==> config.mk <==
export PLATFORM = sky130hd
export DESIGN_NAME = fifo_burst_arbiter
export DESIGN_NICKNAME = d
export VERILOG_FILES = /design/src/rtl/fifo_burst_arbiter.sv
export SDC_FILE = /design/constraint.sdc
export NUM_CORES = 1
export LEC_CHECK = 0
export CAP_MARGIN = 20
export CORE_MARGIN = 2
export CORE_UTILIZATION = 34
export CTS_BUF_LIST = sky130_fd_sc_hd__clkbuf_8 sky130_fd_sc_hd__clkbuf_16
export DETAILED_ROUTE_END_ITERATION = 10
export PLACE_DENSITY = 0.87
export SETUP_SLACK_MARGIN = 0.15
export SYNTH_ARGS = -nofsm -noshare
export SYNTH_HDL_FRONTEND = slang
export SYNTH_SLANG_ARGS = --single-unit
==> constraint.sdc <==
create_clock -name ap_clk -period 3 [get_ports ap_clk]
set_input_delay 0.45 -clock ap_clk [delete_from_list [all_inputs] [get_ports ap_clk]]
set_output_delay 0.45 -clock ap_clk [all_outputs]
set_load 0.01 [all_outputs]
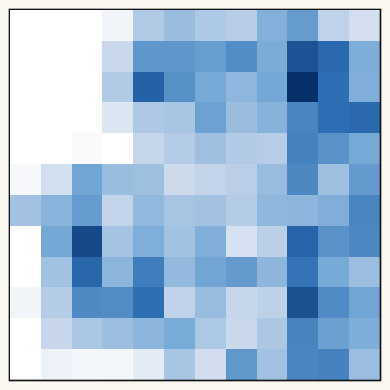
run_1/route_heat.png
Scale: 6 px per µm. The die is cut into 12 by 12 equal tiles; white is low, dark blue is high, scaled to the fullest tile. Values are wire area over tile area, all layers added.
tiles over half the peak: 33%
fullest tile: 0.49
emptiest ninth of the die: top left
nearly empty tiles: 13%
densest ninth of the die: top right
Avg WL per Cell: 17.3 µm
All-Layer GR Usage: 0.209
Vias: 1,303
WL final: 4350 µm

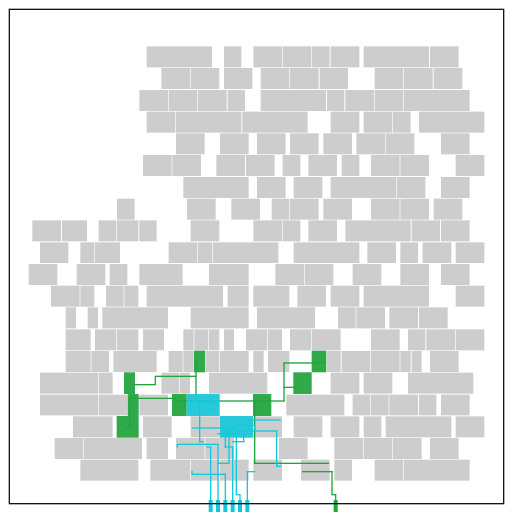
run_1/port_trees.png
Scale: 8 px per µm.
| color | port | bits | direction | edge | end cells | buffers | wire |
|---|---|---|---|---|---|---|---|
| green | `ap_rst_n` | 1 | input | bottom | 9 | 1 | 74.9 µm |
| cyan | `fifo_count` | 6 | input | bottom | 3 | 6 | 90.8 µm |
IO Count: 101
IO Port Bufs: 100

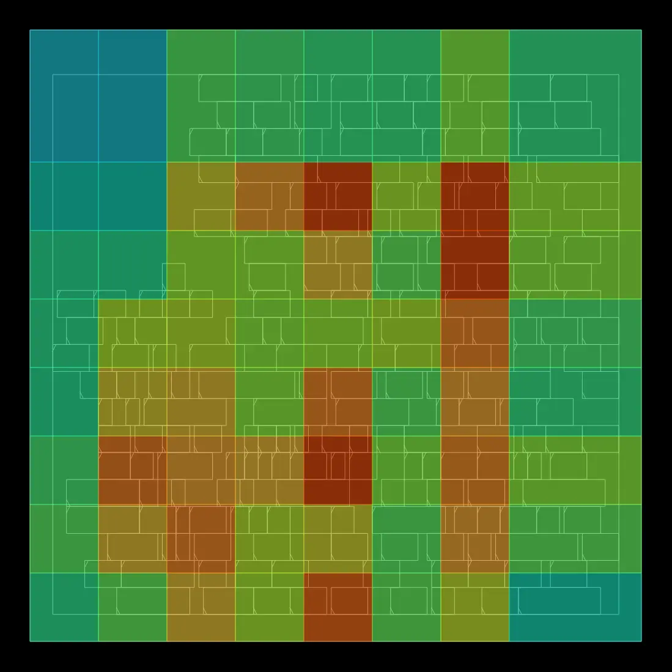
run_1/congestion_map.png
met3 GRT Util: 0.0504
GR Util met2: 0.385

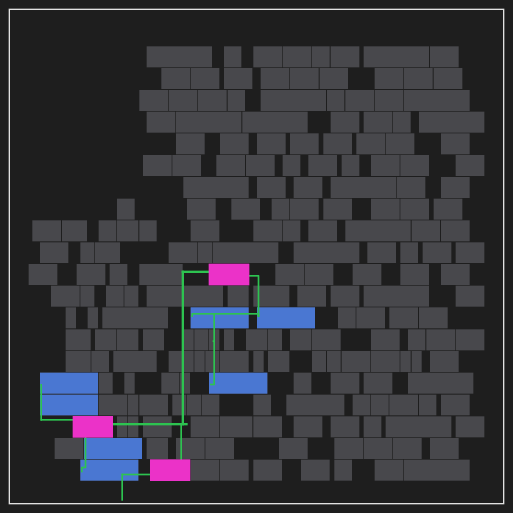
run_1/clock_wires.png
Scale: 8 px per µm.
[blue] flip-flops | count: 7
[magenta] clock-net drivers | count: 3
[green] clock wires | length: 94.8 µm
flops lie: bottom left
routed clock nets: 4
Latency at later pin: 0.23 ns
clock group total power: 0.128 mW
clock skew: 0.00236 ns
clock power share: 0.228

==> CHANGELOG.md <==
## Flow update

- Post-synth cell types: 35
- Yosys cell count: 115
- # resized after CTS: 0
- Yosys stat chip area: 1130 µm²
- Status: finished clean
- Root Buffer: clkbuf_8
- Hold Path Class: flop to flop
- Register-to-Register Path Depth: 4
- Largest net degree at the start of global routing: 24
- Log Warnings: 26
- Hold-fix buffers at CTS: 0
- Hpwl dp: ~3700 µm
- Num CTS Buffers: 3
- Die ar.: 3800 µm²
- CP max FO: 8
- Worst Hold Depth: 1
- Worst-Margin Slew: around 0.6 ns
- Clock-pin slew on the worst setup and hold paths: 0.04 ns
- Postcts setup bufs: 0
- Post-Syn Nets: 193
- Synth Area in Compound Gates: 0.111
- Die width: 61.6 µm
- H-tree level count: 1
- Bufs on Longest Clock Path: 2
- Final setup vio count: 0
- Startpoint type of the worst setup path: primary input
- DIE HEIGHT: 61.6 µm
- Row count: 20
- Setup TNS: 0 ns
- Maximum VDD drop: roughly 0.33 mV
- Slowest cell delay on critical path: 0.57 ns
- Initial DRC count: roughly 48
- Clock Sinks: 7
- Via density: 5.19
- YS warnings: 0
- # DRC: 0
- Fin nets: approximately 290
- #FFs+latches synth: 7
- Vias in the first global route: between 1k and 1.5k
- Setup WS pre-CTS: 0.317 ns
- Placed inst area: 2130 µm²
- Post-Synth XOR/XNOR Area: 0
- Post-DRT Antenna Nets: 0
- Final instance area: around 2200 µm²
- Pwr/cell area: 259 nW/µm²
- Uppermost layer routed: met4
- Most frequent CP cell: clkdlybuf4s50_1
- Post-Syn Instances: 115
- Crit end category: output port
- Metal2 WL: around 2200 µm
- Met3 routed WL: 436 µm
- Setup ws final: 0.305 ns
- Area share, top type: 0.339
- CP arrival: 2.25 ns
- Layout area overhead: 92.6%
- Critical path type: primary input to output port
- Post-synth top area cell: mux4_2
- RePlAce Congestion: between 0.7 and 0.8
- Worst reg2reg setup slack: 1.13 ns
- Total grt overflow: 0
- Max-cap violation count: 0
- Wl on met1: 1610 µm
- Count leader, synth: mux4_2
- Leak: 0.793 nW
- Top cells by area: mux4_2, dfxtp_1, and2_1, mux2i_1, nor3_1
- RSZ-0062 raised after global routing: no
- Fmax: 0.371 GHz
- CTS tree: yes
- Drt first pass iters: 4
- Ant. Diodes: 0
- Core area: 3100 µm²
- First-pass GRT wire length: 5910 µm
- Share of post-route cells with drive strength above 1: 0.135
- Worst EP required: 2.55 ns
- Flip-flops with a built-in enable: 0
- Seq share, synth: 0.124
- Pre-Place Util: 0.364
- Area fraction in mux cells: 0.401
- Initial antenna violation count: 0
- Final worst-path cycle share: 0.898
- Mapped Area: 1130 µm²
- Crit path max-delay cell type: mux4_2
- Mapped Avg Cell Area: 9.81 µm²
- Slew margin rel.: 0.600
- Main kind of combinational logic by area: multiplexers
==> run 1: report_power, final <==
group / leakage (nW) / switching, mW / internal [mW]
registers: 0.0573 / 0.0170 / 0.101
clock network: 0.0269 / 0.0399 / 0.0883
logic: 0.708 / 0.103 / 0.214
total: 0.793 / 0.160 / 0.403
==> run 1: kinds of logic (layout without fill, tap and decap cells) <==
family,after synthesis,in the layout
buffers and inverters,18,110
muxes,23,23
adders and majority gates,1,1
AOI/OAI and AO/OA,15,15
and+or+nand+nor,51,51
DFF,7,7
==> run 1: layout make-up <==
cell class                 instances  area, µm²
timing repair buffer             103       1040
sequential                         7        140
fill                             261        930
clock buffer                       3       41.3
tap                               44       55.1
inverter                           3       11.3
multi-input combinational         90        886
clock inverter                     1       3.75
==> run 1: metal layers <==
layer	global-route usage	vias to the layer above
met4	0.0486	0
met3	0.0504	6
met2	0.385	66
li1	-	616
met5	0	-
met1	0.241	615
==> run 1: cells in the final DEF (no fill, tap or decap), drive strengths merged, types with 2 or more instances in the layout <==
master / netlist / layout
a21boi: 2 / 2
a21oi: 4 / 4
and2: 16 / 16
and3: 3 / 3
buf: 8 / 3
clkbuf: 7 / 3
clkdlybuf4s50: 0 / 100
dfxtp: 7 / 7
inv: 3 / 4
mux2: 2 / 2
mux2i: 4 / 4
mux4: 17 / 17
nand2: 7 / 7
nand2b: 4 / 4
nor2: 5 / 5
nor3: 6 / 6
nor3b: 3 / 3
nor4: 2 / 2
o21ai: 2 / 2
==> run 1: stage by stage <==
stage	total power, mW	cells	util
floorplan	0.267	115	-
global placement	0.426	247	0.686
detailed placement	0.436	247	0.686
CTS	0.568	251	0.700
global route	0.594	251	0.700
finish	0.563	251	0.700
==> run 1: critical path: cells and delay by family <==
family,cells,cell delay [ns]
buf+inv,2,1.02
mux,1,0.57
simple gates,1,0.20
Power is estimated from default activity; no workload was simulated.
